### src/rtl/encoder_transmitter_pkg.sv
// ============================================================================
// encoder_transmitter_pkg : shared IO definitions for the encoder/decoder pair
// Revision 1.0 - initial release
// ============================================================================
`default_nettype none

package encoder_transmitter_pkg;

  typedef enum logic [2:0] {
    S_IDLE     = 3'd0,
    S_HDR_SIZE = 3'd1,
    S_HDR_ROWS = 3'd2,
    S_FETCH    = 3'd3,
    S_WAIT_MEM = 3'd4,
    S_SCAN     = 3'd5,
    S_FLUSH    = 3'd6,
    S_DONE     = 3'd7
  } tx_state_t;

  function automatic bit packet_size_ok(input int p);
    return (p == 4) || (p == 8) || (p == 16);
  endfunction

  function automatic logic [31:0] hdr_size_word(input int p);
    return {26'b0, 6'(p)};
  endfunction

  function automatic logic [31:0] hdr_rows_word(input logic [15:0] rows);
    return {16'b0, rows};
  endfunction

endpackage

`default_nettype wire

### src/rtl/encoder_transmitter_packer.sv
// ============================================================================
// encoder_transmitter_packer : packs small packets MSB-first into 32-bit words
// Revision 1.0 - initial release
// ============================================================================
`default_nettype none

module encoder_transmitter_packer #(
  parameter int PACKET_SIZE = 8
) (
  input  logic                   CLK,
  input  logic                   RST,
  input  logic                   pkt_valid,
  input  logic [PACKET_SIZE-1:0] pkt_data,
  input  logic                   word_load,
  input  logic [31:0]            word_data,
  input  logic                   flush,
  input  logic                   bus_ready,
  output logic [31:0]            cpu_bus,
  output logic                   bus_valid,
  output logic                   empty
);

  localparam int C_SLOTS = 32 / PACKET_SIZE;
  localparam int C_SW    = $clog2(C_SLOTS + 1);
  localparam logic [C_SW-1:0] C_LAST = C_SW'(C_SLOTS - 1);

  logic [31:0]     r_acc;
  logic [C_SW-1:0] r_slots;
  logic [31:0]     r_bus;
  logic            r_valid;
  logic [31:0]     w_acc_next;
  logic [5:0]      w_pad_bits;
  logic            w_full;

  assign w_acc_next = {r_acc[31-PACKET_SIZE:0], pkt_data};
  assign w_full     = pkt_valid && (r_slots == C_LAST);
  // A partial word is left-aligned so unused trailing slots read as zero.
  assign w_pad_bits = 6'((C_SLOTS - int'(r_slots)) * PACKET_SIZE);

  always_ff @(posedge CLK or posedge RST) begin
    if (RST) begin
      r_acc   <= '0;
      r_slots <= '0;
      r_bus   <= '0;
      r_valid <= 1'b0;
    end else begin
      if (r_valid && bus_ready) r_valid <= 1'b0;
      if (word_load) begin
        r_bus   <= word_data;
        r_valid <= 1'b1;
      end else if (w_full) begin
        r_bus   <= w_acc_next;
        r_valid <= 1'b1;
        r_acc   <= '0;
        r_slots <= '0;
      end else if (pkt_valid) begin
        r_acc   <= w_acc_next;
        r_slots <= r_slots + 1'b1;
      end else if (flush && (r_slots != '0)) begin
        r_bus   <= r_acc << w_pad_bits;
        r_valid <= 1'b1;
        r_acc   <= '0;
        r_slots <= '0;
      end
    end
  end

  assign cpu_bus   = r_bus;
  assign bus_valid = r_valid;
  assign empty     = (r_slots == '0);

endmodule

`default_nettype wire

### src/rtl/encoder_transmitter.sv
// ============================================================================
// encoder_transmitter : run-length encodes RAM rows into a 32-bit word stream
// Revision 1.0 - initial release
// ============================================================================
`default_nettype none

module encoder_transmitter
  import encoder_transmitter_pkg::*;
#(
  parameter int ADDRESS_WIDTH = 13,
  parameter int DATA_WIDTH    = 64,
  parameter int PACKET_SIZE   = 8
) (
  input  logic                     CLK,
  input  logic                     RST,
  input  logic                     Start,
  input  logic [15:0]              Rows_Num,
  input  logic [7:0]               Row_Words,
  output logic [ADDRESS_WIDTH-1:0] RAM_Address,
  output logic                     RAM_Read,
  input  logic [DATA_WIDTH-1:0]    RAM_Data,
  output logic [31:0]              CPU_Bus,
  output logic                     Out_Valid,
  input  logic                     Out_Ready,
  output logic                     Busy,
  output logic                     Done_Sending
);

  localparam int C_BW = $clog2(DATA_WIDTH);
  localparam int C_LW = PACKET_SIZE - 1;
  localparam logic [C_LW-1:0] C_MAX = '1;

  if (!packet_size_ok(PACKET_SIZE)) begin : g_bad_packet_size
    $error("encoder_transmitter: PACKET_SIZE must be 4, 8 or 16");
  end

  tx_state_t r_state, w_next;
  logic [15:0]              r_rows, r_row;
  logic [7:0]               r_row_words, r_wir;
  logic [ADDRESS_WIDTH-1:0] r_addr;
  logic [DATA_WIDTH-1:0]    r_shift;
  logic [C_BW-1:0]          r_bit;
  logic [C_LW-1:0]          r_cnt, w_cnt_next, w_pkt_len;
  logic                     r_val, w_val_next;
  logic [1:0]               r_sub, w_sub_next;
  logic                     w_stall, w_bit, w_last_word, w_last_row;
  logic                     w_pkt_valid, w_word_load, w_flush, w_pk_empty;
  logic                     w_consume, w_row_end;
  logic [31:0]              w_word;

  assign w_stall     = Out_Valid && !Out_Ready;
  assign w_bit       = r_shift[DATA_WIDTH-1];
  assign w_last_word = (r_wir == r_row_words - 8'd1);
  assign w_last_row  = (r_row == r_rows - 16'd1);

  // r_sub sequences the extra packets one bit can produce: 1 = zero-length
  // packet after a MAX run, 2 = row-end emit of the pending run.
  always_comb begin
    w_next      = r_state;
    w_pkt_valid = 1'b0;
    w_pkt_len   = '0;
    w_word_load = 1'b0;
    w_word      = '0;
    w_flush     = 1'b0;
    w_consume   = 1'b0;
    w_row_end   = 1'b0;
    w_sub_next  = r_sub;
    w_cnt_next  = r_cnt;
    w_val_next  = r_val;
    case (r_state)
      S_IDLE: begin
        w_sub_next = 2'd0;
        w_cnt_next = '0;
        w_val_next = 1'b0;
        if (Start) w_next = S_HDR_SIZE;
      end
      S_HDR_SIZE: if (!w_stall) begin
        w_word_load = 1'b1;
        w_word      = hdr_size_word(PACKET_SIZE);
        w_next      = S_HDR_ROWS;
      end
      S_HDR_ROWS: if (!w_stall) begin
        w_word_load = 1'b1;
        w_word      = hdr_rows_word(r_rows);
        w_next      = ((r_rows == '0) || (r_row_words == '0)) ? S_FLUSH : S_FETCH;
      end
      S_FETCH: if (!w_stall) w_next = S_WAIT_MEM;
      S_WAIT_MEM: w_next = S_SCAN;
      S_SCAN: if (!w_stall) begin
        case (r_sub)
          2'd0: begin
            if ((w_bit == r_val) && (r_cnt == C_MAX)) begin
              w_pkt_valid = 1'b1;
              w_pkt_len   = C_MAX;
              w_sub_next  = 2'd1;
            end else begin
              w_consume = 1'b1;
              if (w_bit == r_val) begin
                w_cnt_next = r_cnt + 1'b1;
              end else begin
                w_pkt_valid = 1'b1;
                w_pkt_len   = r_cnt;
                w_val_next  = w_bit;
                w_cnt_next  = C_LW'(1);
              end
            end
          end
          2'd1: begin
            w_pkt_valid = 1'b1;
            w_pkt_len   = '0;
            w_cnt_next  = C_LW'(1);
            w_sub_next  = 2'd0;
            w_consume   = 1'b1;
          end
          default: begin
            w_pkt_valid = 1'b1;
            w_pkt_len   = r_cnt;
            w_row_end   = 1'b1;
            w_val_next  = 1'b0;
            w_cnt_next  = '0;
            w_sub_next  = 2'd0;
            w_next      = w_last_row ? S_FLUSH : S_FETCH;
          end
        endcase
        if (w_consume && (r_bit == '0)) begin
          if (w_last_word) w_sub_next = 2'd2;
          else             w_next     = S_FETCH;
        end
      end
      S_FLUSH: if (!w_stall) begin
        if (!w_pk_empty)     w_flush = 1'b1;
        else if (!Out_Valid) w_next  = S_DONE;
      end
      S_DONE: w_next = S_IDLE;
      default: w_next = S_IDLE;
    endcase
  end

  always_ff @(posedge CLK or posedge RST) begin
    if (RST) begin
      r_state     <= S_IDLE;
      r_rows      <= '0;
      r_row_words <= '0;
      r_row       <= '0;
      r_wir       <= '0;
      r_addr      <= '0;
      r_shift     <= '0;
      r_bit       <= '0;
      r_cnt       <= '0;
      r_val       <= 1'b0;
      r_sub       <= 2'd0;
    end else begin
      r_state <= w_next;
      r_sub   <= w_sub_next;
      r_cnt   <= w_cnt_next;
      r_val   <= w_val_next;
      if ((r_state == S_IDLE) && Start) begin
        r_rows      <= Rows_Num;
        r_row_words <= Row_Words;
        r_row       <= '0;
        r_wir       <= '0;
        r_addr      <= '0;
      end
      if (RAM_Read) r_addr <= r_addr + 1'b1;
      if (r_state == S_WAIT_MEM) begin
        r_shift <= RAM_Data;
        r_bit   <= C_BW'(DATA_WIDTH - 1);
      end
      if (w_consume) begin
        r_shift <= {r_shift[DATA_WIDTH-2:0], 1'b0};
        r_bit   <= r_bit - 1'b1;
        if ((r_bit == '0) && !w_last_word) r_wir <= r_wir + 1'b1;
      end
      if (w_row_end) begin
        r_wir <= '0;
        r_row <= r_row + 1'b1;
      end
    end
  end

  encoder_transmitter_packer #(
    .PACKET_SIZE (PACKET_SIZE)
  ) u_packer (
    .CLK       (CLK),
    .RST       (RST),
    .pkt_valid (w_pkt_valid),
    .pkt_data  ({r_row[0], w_pkt_len}),
    .word_load (w_word_load),
    .word_data (w_word),
    .flush     (w_flush),
    .bus_ready (Out_Ready),
    .cpu_bus   (CPU_Bus),
    .bus_valid (Out_Valid),
    .empty     (w_pk_empty)
  );

  assign RAM_Address  = r_addr;
  assign RAM_Read     = (r_state == S_FETCH) && !w_stall;
  assign Busy         = (r_state != S_IDLE);
  assign Done_Sending = (r_state == S_DONE);

endmodule

`default_nettype wire
### config.mk
export PLATFORM = sky130hd
export DESIGN_NAME = encoder_transmitter
export DESIGN_NICKNAME = d
export VERILOG_FILES = /design/src/rtl/encoder_transmitter_pkg.sv /design/src/rtl/encoder_transmitter_packer.sv /design/src/rtl/encoder_transmitter.sv
export SDC_FILE = /design/constraint.sdc
export NUM_CORES = 1
export LEC_CHECK = 0
export ABC_AREA = 1
export CAP_MARGIN = 15
export CORE_MARGIN = 5
export CORE_UTILIZATION = 56
export CTS_CLUSTER_DIAMETER = 120
export DETAILED_ROUTE_END_ITERATION = 10
export PLACE_DENSITY_LB_ADDON = 0.15
export SETUP_SLACK_MARGIN = 0.05
export SKIP_CTS_REPAIR_TIMING = 1
export SLEW_MARGIN = 10
export SYNTH_ARGS = -nofsm -noshare
export SYNTH_HDL_FRONTEND = slang
export SYNTH_SLANG_ARGS = --single-unit
### constraint.sdc
create_clock -name CLK -period 8.88 [get_ports CLK]
set_clock_uncertainty 0.05 [all_clocks]
set_input_delay 1.332 -clock CLK [delete_from_list [all_inputs] [get_ports CLK]]
set_output_delay 1.332 -clock CLK [all_outputs]
set_load 0.005 [all_outputs]
### Port wiring, run 1

(2 px per µm)
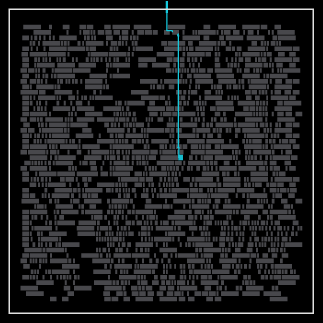
`Out_Ready` -> cyan  # bits 1, direction input, end cells 1, buffers 1, wire 76.4 µm
io pins: 141
IO Port Bufs: 140

### Cells colored by class, run 1

(2 px per µm) Fill, decap, tap and diode cells in gray.
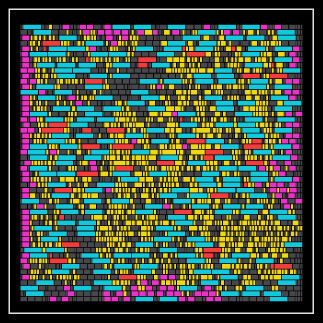
registers -> cyan  # cells 212, share of their area 40%
clock drivers and dummy loads -> red  # cells 41, share of their area 6.0%
remaining buffers and delay cells -> magenta  # cells 146, share of their area 11%
remaining logic cells -> yellow  # cells 1153, share of their area 43%
core area: 19600 µm²
Seq area share: 39.3%
Final Cell Area: 13500 µm²
Core Util, Final: 68.9%

==> job_summary.md, run 1 <==
## PnR job results

| Metric | Value |
|---|---|
| Status | finished clean |
| Compound Share, Synth | around an eighth |
| WP data arrival | around 3.2 ns |
| Combinational share of power | about two fifths |
| NetSw | between 1.5 and 2 mW |
| Seq power | approximately 1.5 mW |
| Worst Path Max Fanout | 12 |
| DRC | 0 |
| Seq cells post-synth | 212 |
| Int Pwr | 2.45 mW |
| Logic power comb | around 1.6 mW |
| Period utilisation layout | 51.7% |
| Antenna Nets Post-Route | 0 |
| Ant. Diodes | 0 |
| Simple-Gate Fraction of Synth Area | 28.4% |
| Seq share, synth | 47.4% |
| Pwr/cell area | just over 300 nW/µm² |
| Die area | between 20000 and 25000 µm² |
| Final slew viol count | 0 |
| Share of power burned in the clock network | 24.3% |
| Critical Path Sink | RAM_Read |
| Reg-to-reg startpoint | u_packer.r_slots[0] |
| MUX share of area | less than 1% |
| Startpoint class of the critical path | input pin |
| GPL Wtd Cong | approximately 0.87 |
| Worst Hold Class | flip-flop to flip-flop |
| Biggest register | r_shift |
| Post-place setup slack | 4.28 ns |
| XOR Share, Synth | under 10% |
| Final Non-Filler Cells | 1817 |
| Max stage delay cell, worst path | clkdlybuf4s50_1 |
| Post-Synthesis Cells | around 1400 |
| Area grow syn2layout | 20.7% |
| Clock-pin slew on the worst setup and hold paths | ~0.060 ns |
| Post-DP Area | between 10000 and 15000 µm² |
| CTS tree | yes |
| Worst path top cell family by delay | buffers and inverters |
| Slew headroom | between 20% and 30% |
| Required time worst endpoint | roughly 7.5 ns |
| Maximum VDD drop | 0.157 mV |
| Initial DRC count | approximately 590 |
| Max incr delay on CP | 0.64 ns |
| Maximum clock rate | around 0.22 GHz |
| DPL Wire Length | around 18000 µm |
| Top Layout Cells | 455 x nand2_1, 212 x dfrtp_1, 140 x clkdlybuf4s50_1 |
| CTS buffer count | 23 |
| Fin crit period | about 4.6 ns |
| Cell Area, Synth | ~11000 µm² |
| CP Capture Type | output pin |
| Init Core Util | between 50% and 60% |
| Reg2reg end | u_packer.cpu_bus[31] |
| GRT Total Usage | between 20% and 30% |
| Layout cell share with drive strength beyond 1 | 6.38% |
| Switching portion of total power | around two fifths |
| Critical path launch point | Out_Ready |
| Clk latency late pin | roughly 0.50 ns |
| Most used cell, CP | clkdlybuf4s50_1 |
| # placed instances | roughly 1800 |
| Stages on worst setup path | 4 |
| Hold Fails Final Rpt | 0 |
| RSZ-0062 raised after global routing | no |
| Max_cap viols | 0 |
| Flop pwr share | a little under two fifths |
| GRT overflow | 0 |
| Final setup TNS | 0 ns |
| Setup violators final | 0 |
| Hold_ws | around 0.42 ns |
| Leakage | between 6 and 7 nW |
| Final worst setup slack | around 4.3 ns |
| First-pass GRT wire length | between 40000 and 50000 µm |
| Synth warn | 0 |
| Pwr Total | 4.07 mW |
| Synthesized chip area reported by yosys | 11200 µm² |
### M2 wires, run 1

(3 px per µm) Cells faint in the background.
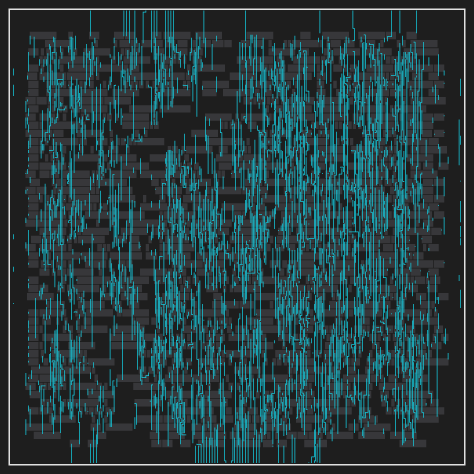
nets with wire on the layer = 1255
share of all routed wire = 46%
longest straight run = 51.8 µm
wire length on this layer = 12200 µm
final wirelength: 26600 µm
via count: 9801
met2 Resource Use GR: 37.1%

==> run 1: how the worst min path moves through the flow <==
| stage | startpoint | end | slack (ns) | cells past startpoint |
|---|---|---|---|---|
| 6_report | RAM_Address[12] | RAM_Address[12] | 0.42 | 1 |
| 5_1_grt | RAM_Address[12] | RAM_Address[12] | 0.45 | 1 |
| 4_1_cts | RAM_Address[12] | RAM_Address[12] | 0.42 | 1 |
| 3_5_place_dp | RAM_Address[12] | RAM_Address[12] | 0.42 | 1 |
| 3_3_place_gp | RAM_Address[12] | RAM_Address[12] | 0.40 | 1 |
| 2_1_floorplan | u_packer.r_slots[2] | u_packer.r_slots[2] | 0.40 | 2 |
==> run 1: layer usage <==
metal	track usage [%]	wire, µm	vias to the layer above
met5	0	0	-
met4	6.66	648	0
met3	3.98	1830	45
met2	37.1	12200	288
met1	33.1	11900	4578
li1	-	-	4890
==> run 1: synth_stat cells, drive strengths merged <==
cell,n,area [µm²]
mux2i,1,10.0
o2111ai,1,8.76
a22oi,10,75.1
o221ai,1,8.76
nor3,17,110
xnor2,10,87.6
ha,11,138
o41ai,1,8.76
nand2,466,1830
o211ai,15,113
a21oi,46,230
o22a,1,8.76
o31ai,3,22.5
a32o,8,80.1
xor2,18,158
o21a,1,7.51
buf,28,171
inv,146,563
clkinv,2,7.51
a31oi,8,50.1
o22ai,8,50.1
nor2,101,437
a22o,34,298
o32ai,1,8.76
o21ai,97,489
nand4,15,100
clkbuf,27,101
nand3b,6,45.0
or2,4,25.0
a21boi,1,7.51
dfrtp,212,5310
nand3,120,628
==> run 1: layout make-up <==
class | instances | area (µm²)
fill | 1639 | 6100
timing repair buffer | 146 | 1450
clock buffer | 31 | 656
multi-input combinational | 1005 | 5050
tap | 265 | 332
inverter | 148 | 578
clock inverter | 10 | 128
sequential | 212 | 5310
==> run 2: changes to the inputs <==
- clock period: 8.88 -> 4.25 ns (I/O delays scaled with it)
### Clock routing, run 2

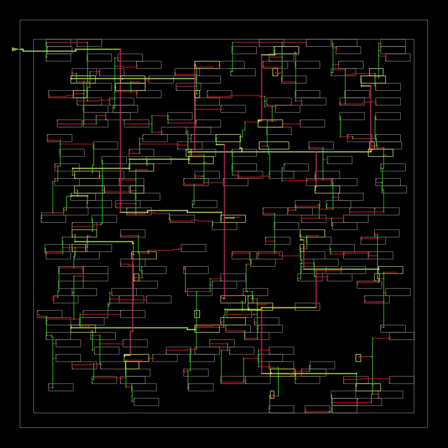
Flops: 212
Clk. pwr: 2.16 mW
CTS sink cnt: 212
clk_buf instances: 32

### Port wiring, run 2

(2 px per µm)
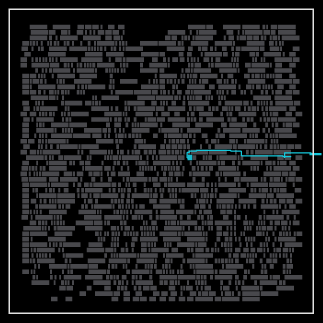
`Out_Ready` -> cyan  # bits 1, direction input, end cells 1, buffers 1, wire 76.1 µm

### Clock wires, drivers and flops, run 2

(3 px per µm)
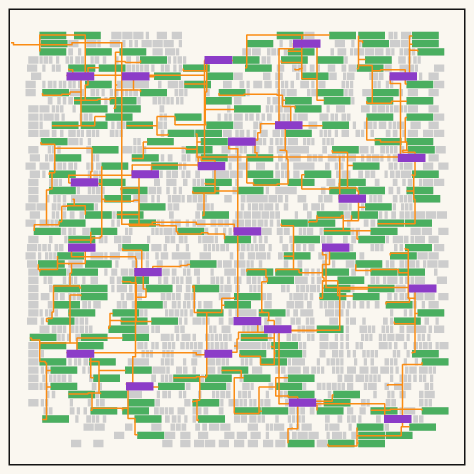
clock-net drivers -> purple  # count 24
clock wires -> orange  # length 2710 µm
flip-flops -> green  # count 212
routed clock nets = 25
clk latency late pin: 0.51 ns
share of power burned in the clock network: 24.9%

==> run 2 against run 1 <==
Against the previous run:
- first-iteration DRC count rose by 14%
- largest cell class unchanged
- synthesized area unchanged
- wire length increased by 4.9%
- setup slack worse by 3.1 ns
- clock-buffer cell count up 1
- register-to-register slack got worse by 4.6 ns
- synthesized cell count unchanged
- sequential cell count did not move
==> job_summary.md, run 2 <==
## PnR job results

| Metric | Value |
|---|---|
| First-pass GRT wire length | ~46000 µm |
| Leakage | approximately 6.3 nW |
| Worst Path Max Fanout | 12 |
| Slew headroom | between 40% and 50% |
| Most Used Layer, Global Route | met2 |
| Seq cells post-synth | about 210 |
| Startpoint class of the critical path | flip-flop |
| Setup violators final | 0 |
| Max_cap viols | 0 |
| Biggest register | r_shift |
| Via count | ~9900 |
| Switching portion of total power | about two fifths |
| # placed instances | about 1800 |
| Worst path top cell family by delay | buffers and inverters |
| Post-Synthesis Cells | roughly 1400 |
| Met3 Wirelength | between 2000 and 2500 µm |
| Final wirelength | roughly 28000 µm |
| Clock-pin slew on the worst setup and hold paths | 0.06 ns |
| Die area | 22900 µm² |
| Final slew viol count | 0 |
| Synth warn | 0 |
| FFs w/ async S/R, synth | 100% |
| IO Port Bufs | 140 |
| Init Core Util | a little under three fifths |
| Max incr delay on CP | ~0.52 ns |
| Worst Hold Class | flip-flop to flip-flop |
| Met1 Track Usage GR | between 30% and 40% |
| Number of enable flip-flop cells | 0 |
| Most used cell, CP | inv_1 |
| Met2 Resource Use GR | between 30% and 40% |
| Maximum VDD drop | roughly 0.4 mV |
| Ys flop type | dfrtp_1 |
| Maximum clock rate | approximately 0.33 GHz |
| Worst Hold Path Cells | 1 |
| Required time worst endpoint | between 3 and 4 ns |
| Cell Area, Synth | roughly 11000 µm² |
| RSZ-0062 raised after global routing | no |
| Final setup TNS | 0 ns |
| Stages on worst setup path | 6 |
| Cell area leaders | dfrtp_1 47%, nand2_1 15%, nand3_1 5.2% |
| Critical path launch point | r_state[0] |
| Most frequent cell after synthesis | nand2_1 |
| GR Layer Usage met3 | 4.16% |
| Layout cell share with drive strength beyond 1 | around 7.2% |
| Io pins | ~140 |
| GPL Wtd Cong | around 0.87 |
| Post-synth top cells | 455 x nand2_1, 212 x dfrtp_1, 133 x inv_1, 116 x nand3_1, 93 x o21ai_0 |
| Fin crit period | about 3.0 ns |
| Pwr Total | 8.66 mW |
| WP data arrival | 2.33 ns |
| Top Layout Cells | 455 x nand2_1, 212 x dfrtp_1, 140 x clkdlybuf4s50_1 |
| Seq share, synth | between 40% and 50% |
| Dominant cell area share | 47.4% |
| Hold Fails Final Rpt | 0 |
| Initial DRC count | roughly 680 |
| DRT met1 WL | between 10000 and 15000 µm |
| DRC | 0 |
| CTS tree | yes |
| Uppermost layer routed | met4 |
| CP Capture Type | output pin |
| Core area | just under 20000 µm² |
| Status | finished clean |
| Routed length on met2 | between 10000 and 15000 µm |
| Cell type with the largest total area | dfrtp_1 |
| Combinational share of power | around two fifths |
-- run 2: cell counts after synthesis --
No cell type changed its count.
-- run 2: logic make-up after synthesis --
logic type                 count (synthesis)  share of synthesized area [%]
AOI/OAI and AO/OA                        236                           13.1
DFF                                      212                           47.4
xor gates and xnor gates                  28                           2.19
and+or+nand+nor                          729                           28.4
buffers and inverters                    203                           7.54
muxes                                      1                         0.0895
adders and majority gates                 11                           1.23
-- run 2: area by class of cell --
type / count / area (µm²)
well taps: 265 / 332
clock buffers: 32 / 702
repair buffers: 155 / 1540
clock inverters: 12 / 135
flip-flops and latches: 212 / 5310
multi-input cells: 1005 / 5040
fillers: 1613 / 5960
inverters: 148 / 574
-- run 2: through the flow --
stage               worst slack, ns  hold slack [ns]  area (µm²)  utilization [%]
floorplan                     0.806            0.402       11200                -
global placement               1.25            0.406       12800             65.3
detailed placement             1.23            0.417       12800             65.3
CTS                            1.26            0.429       13600             69.6
global route                   1.05            0.442       13600             69.6
finish                         1.24            0.428       13600             69.6
-- run 2: path summary, 6_finish.rpt --
check / end / slack [ns]
setup / recovery: RAM_Read / 1.24
hold / removal: RAM_Address[12] / 0.43
setup reg to reg: u_packer.cpu_bus[31] / 1.56
hold reg to reg: RAM_Address[12] / 0.43
max in group asynchronous: r_shift[63] / 2.85
min in group asynchronous: r_row_words[4] / 0.50
-- run 2: power by group through the flow --
stage / registers (mW) / clock network [mW] / logic [mW]
2_1_floorplan: 3.03 / 0 / 2.45
3_3_place_gp: 3.17 / 0 / 3.21
3_5_place_dp: 3.17 / 0 / 3.32
4_1_cts: 3.16 / 2.20 / 3.34
5_1_grt: 3.24 / 2.28 / 3.78
6_report: 3.17 / 2.16 / 3.32
==> run 3: changes to the inputs <==
- CORE_UTILIZATION: 56 -> 51
- clock period: 4.25 -> 2.5 ns (I/O delays scaled with it)
### M2 wires, run 3

(3 px per µm) Cells faint in the background.
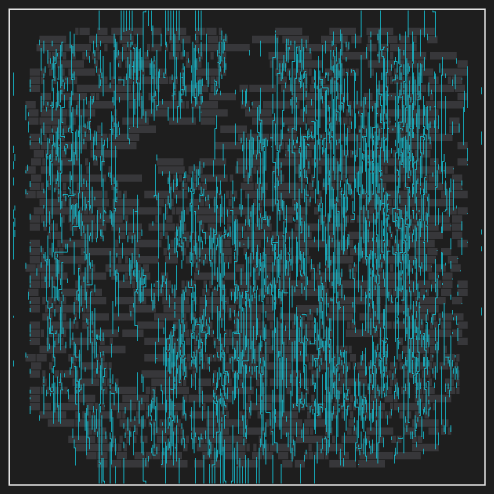
main direction = vertical
wire length on this layer = 12700 µm
via count: 9850
met2 Resource Use GR: 35.8%
final wirelength: 27700 µm

### Cells colored by class, run 3

(2 px per µm) Fill, decap, tap and diode cells in gray.
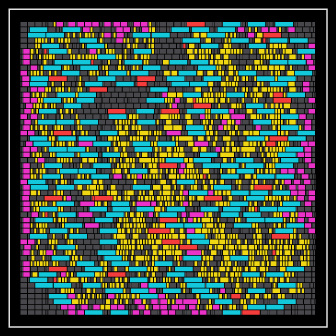
remaining buffers and delay cells -> magenta  # cells 175, share of their area 13%
remaining logic cells -> yellow  # cells 1153, share of their area 42%
clock drivers and dummy loads -> red  # cells 40, share of their area 5.3%
registers -> cyan  # cells 212, share of their area 39%
Core Util, Final: 63.7%
row count: 54

### Port wiring, run 3

(2 px per µm)
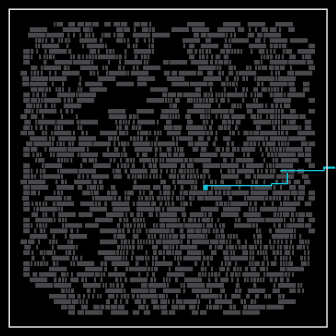
`Out_Ready` -> cyan  # bits 1, direction input, end cells 1, buffers 1, wire 73.2 µm

==> run 3 against run 2 <==
Against the previous run:
- die area increased by 9.1%
- non-clock buffer count increased by 20
- sequential cell count unchanged
- register-to-register slack got worse by 1.4 ns
- final area increased by 1.3%
- synthesized area unchanged
- combinational power increased by 78%
- global-route usage decreased by 2.3 points
- power increased by 68%
- setup slack got worse by 1.2 ns
- wire length decreased by 0.81%
- hold slack got worse by 0.26 ns
- critical path type unchanged
==> job_summary.md, run 3 <==
## PnR job results

| Metric | Value |
|---|---|
| Die area | 25000 µm² |
| Init Core Util | around 52% |
| Post-place setup slack | about 0.11 ns |
| Maximum VDD drop | around 0.63 mV |
| Layout cell share with drive strength beyond 1 | 8.16% |
| Final setup TNS | 0 ns |
| DPL Wire Length | around 20000 µm |
| First-pass GRT wire length | about 46000 µm |
| Final Non-Filler Cells | 1860 |
| RSZ-0062 raised after global routing | yes |
| Most frequent cell after synthesis | nand2_1 |
| Max stage delay cell, worst path | clkdlybuf4s50_1 |
| DRC | 0 |
| GRT overflow | 0 |
| Seq share, synth | 47.4% |
| Biggest register | r_shift |
| Status | finished clean |
| Cell Area, Synth | 11200 µm² |
| Clk latency late pin | around 0.51 ns |
| Required time worst endpoint | about 2.1 ns |
| Seq cells post-synth | 212 |
| Dominant cell area share | 47.4% |
| CTS buffer count | 23 |
| Cell area leaders | dfrtp_1 47%, nand2_1 15%, nand3_1 5.2% |
| Maximum clock rate | a little over 0.4 GHz |
| Startpoint class of the critical path | flip-flop |
| Final Cell Area | about 14000 µm² |
| Hold Fails Final Rpt | 0 |
| Core area | between 20000 and 25000 µm² |
| Fin crit period | between 2 and 2.5 ns |
| Pwr/cell area | between 1000 and 1500 nW/µm² |
| CP Capture Type | output pin |
| Max incr delay on CP | about 0.50 ns |
| Ant. Diodes | 0 |
| Ys flop type | dfrtp_1 |
| Setup violators final | 0 |
| Clock-pin slew on the worst setup and hold paths | roughly 0.060 ns |
| Io pins | 141 |
| Post-Synthesis Cells | about 1400 |
| GPL Wtd Cong | between 0.8 and 0.9 |
| Post-DP Area | approximately 13000 µm² |
| Antenna Nets Post-Route | 0 |
| WP data arrival | approximately 2 ns |
| Worst Hold Class | input pin to asynchronous set/reset pin |
| Final worst setup slack | around 0.067 ns |
| Period utilisation layout | between 90% and 100% |
| Hold_ws | ~0.17 ns |
| GRT Total Usage | 22.2% |
| Number of enable flip-flop cells | 0 |
| Leakage | 6.36 nW |
-- run 3: cell types whose count changed in the layout (fill, tap and decap cells not counted), moves of 7 or more --
cell / before / now
buf_4: 13 / 23
clkinv_2: 9 / 2
buf_12: 2 / 11
clkbuf_1: 2 / 10
-- run 3: cells by family (layout without fill, tap and decap cells) --
logic type	count (synthesis)	after routing	synth area share, %
buffers and inverters	203	363	7.54
adders and majority gates	11	11	1.23
xor gates and xnor gates	28	28	2.19
DFF	212	212	47.4
AOI/OAI and AO/OA	236	236	13.1
muxes	1	1	0.0895
and+or+nand+nor	729	729	28.4
-- run 3: area by class of cell --
cell class,count,area (µm²)
Sequential cell,212,5310
Tap cell,280,350
Timing Repair Buffer,175,1810
Clock buffer,37,668
Fill cell,1926,7880
Multi-Input combinational cell,1005,5060
Inverter,148,574
Clock inverter,3,40.0
-- run 3: path summary, 6_finish.rpt --
path | from | end | slack, ns | cells past startpoint
min | RST | r_shift[6] | 0.17 | 2
min in group CLK | Row_Words[4] | r_row_words[4] | 0.36 | 3
min reg2reg | RAM_Address[12] | RAM_Address[12] | 0.43 | 1
max in group asynchronous | RST | u_packer.cpu_bus[26] | 1.52 | 4
max reg2reg | r_rows[0] | r_state[2] | 0.19 | 14
max | r_state[2] | RAM_Read | 0.07 | 5
-- run 3: layer usage --
metal / routed length (µm) / global-route usage (%)
met3: 1610 / 3.53
met2: 12700 / 35.8
met4: 464 / 4.67
met1: 12900 / 32.0
met5: 0 / 0
-- run 3: power breakdown --
group	internal, mW	switching, mW
Clock	1.92	1.34
Sequential	4.52	0.856
Combinational	2.31	3.60
No activity file was given, so power comes from the tool's default toggle rates.
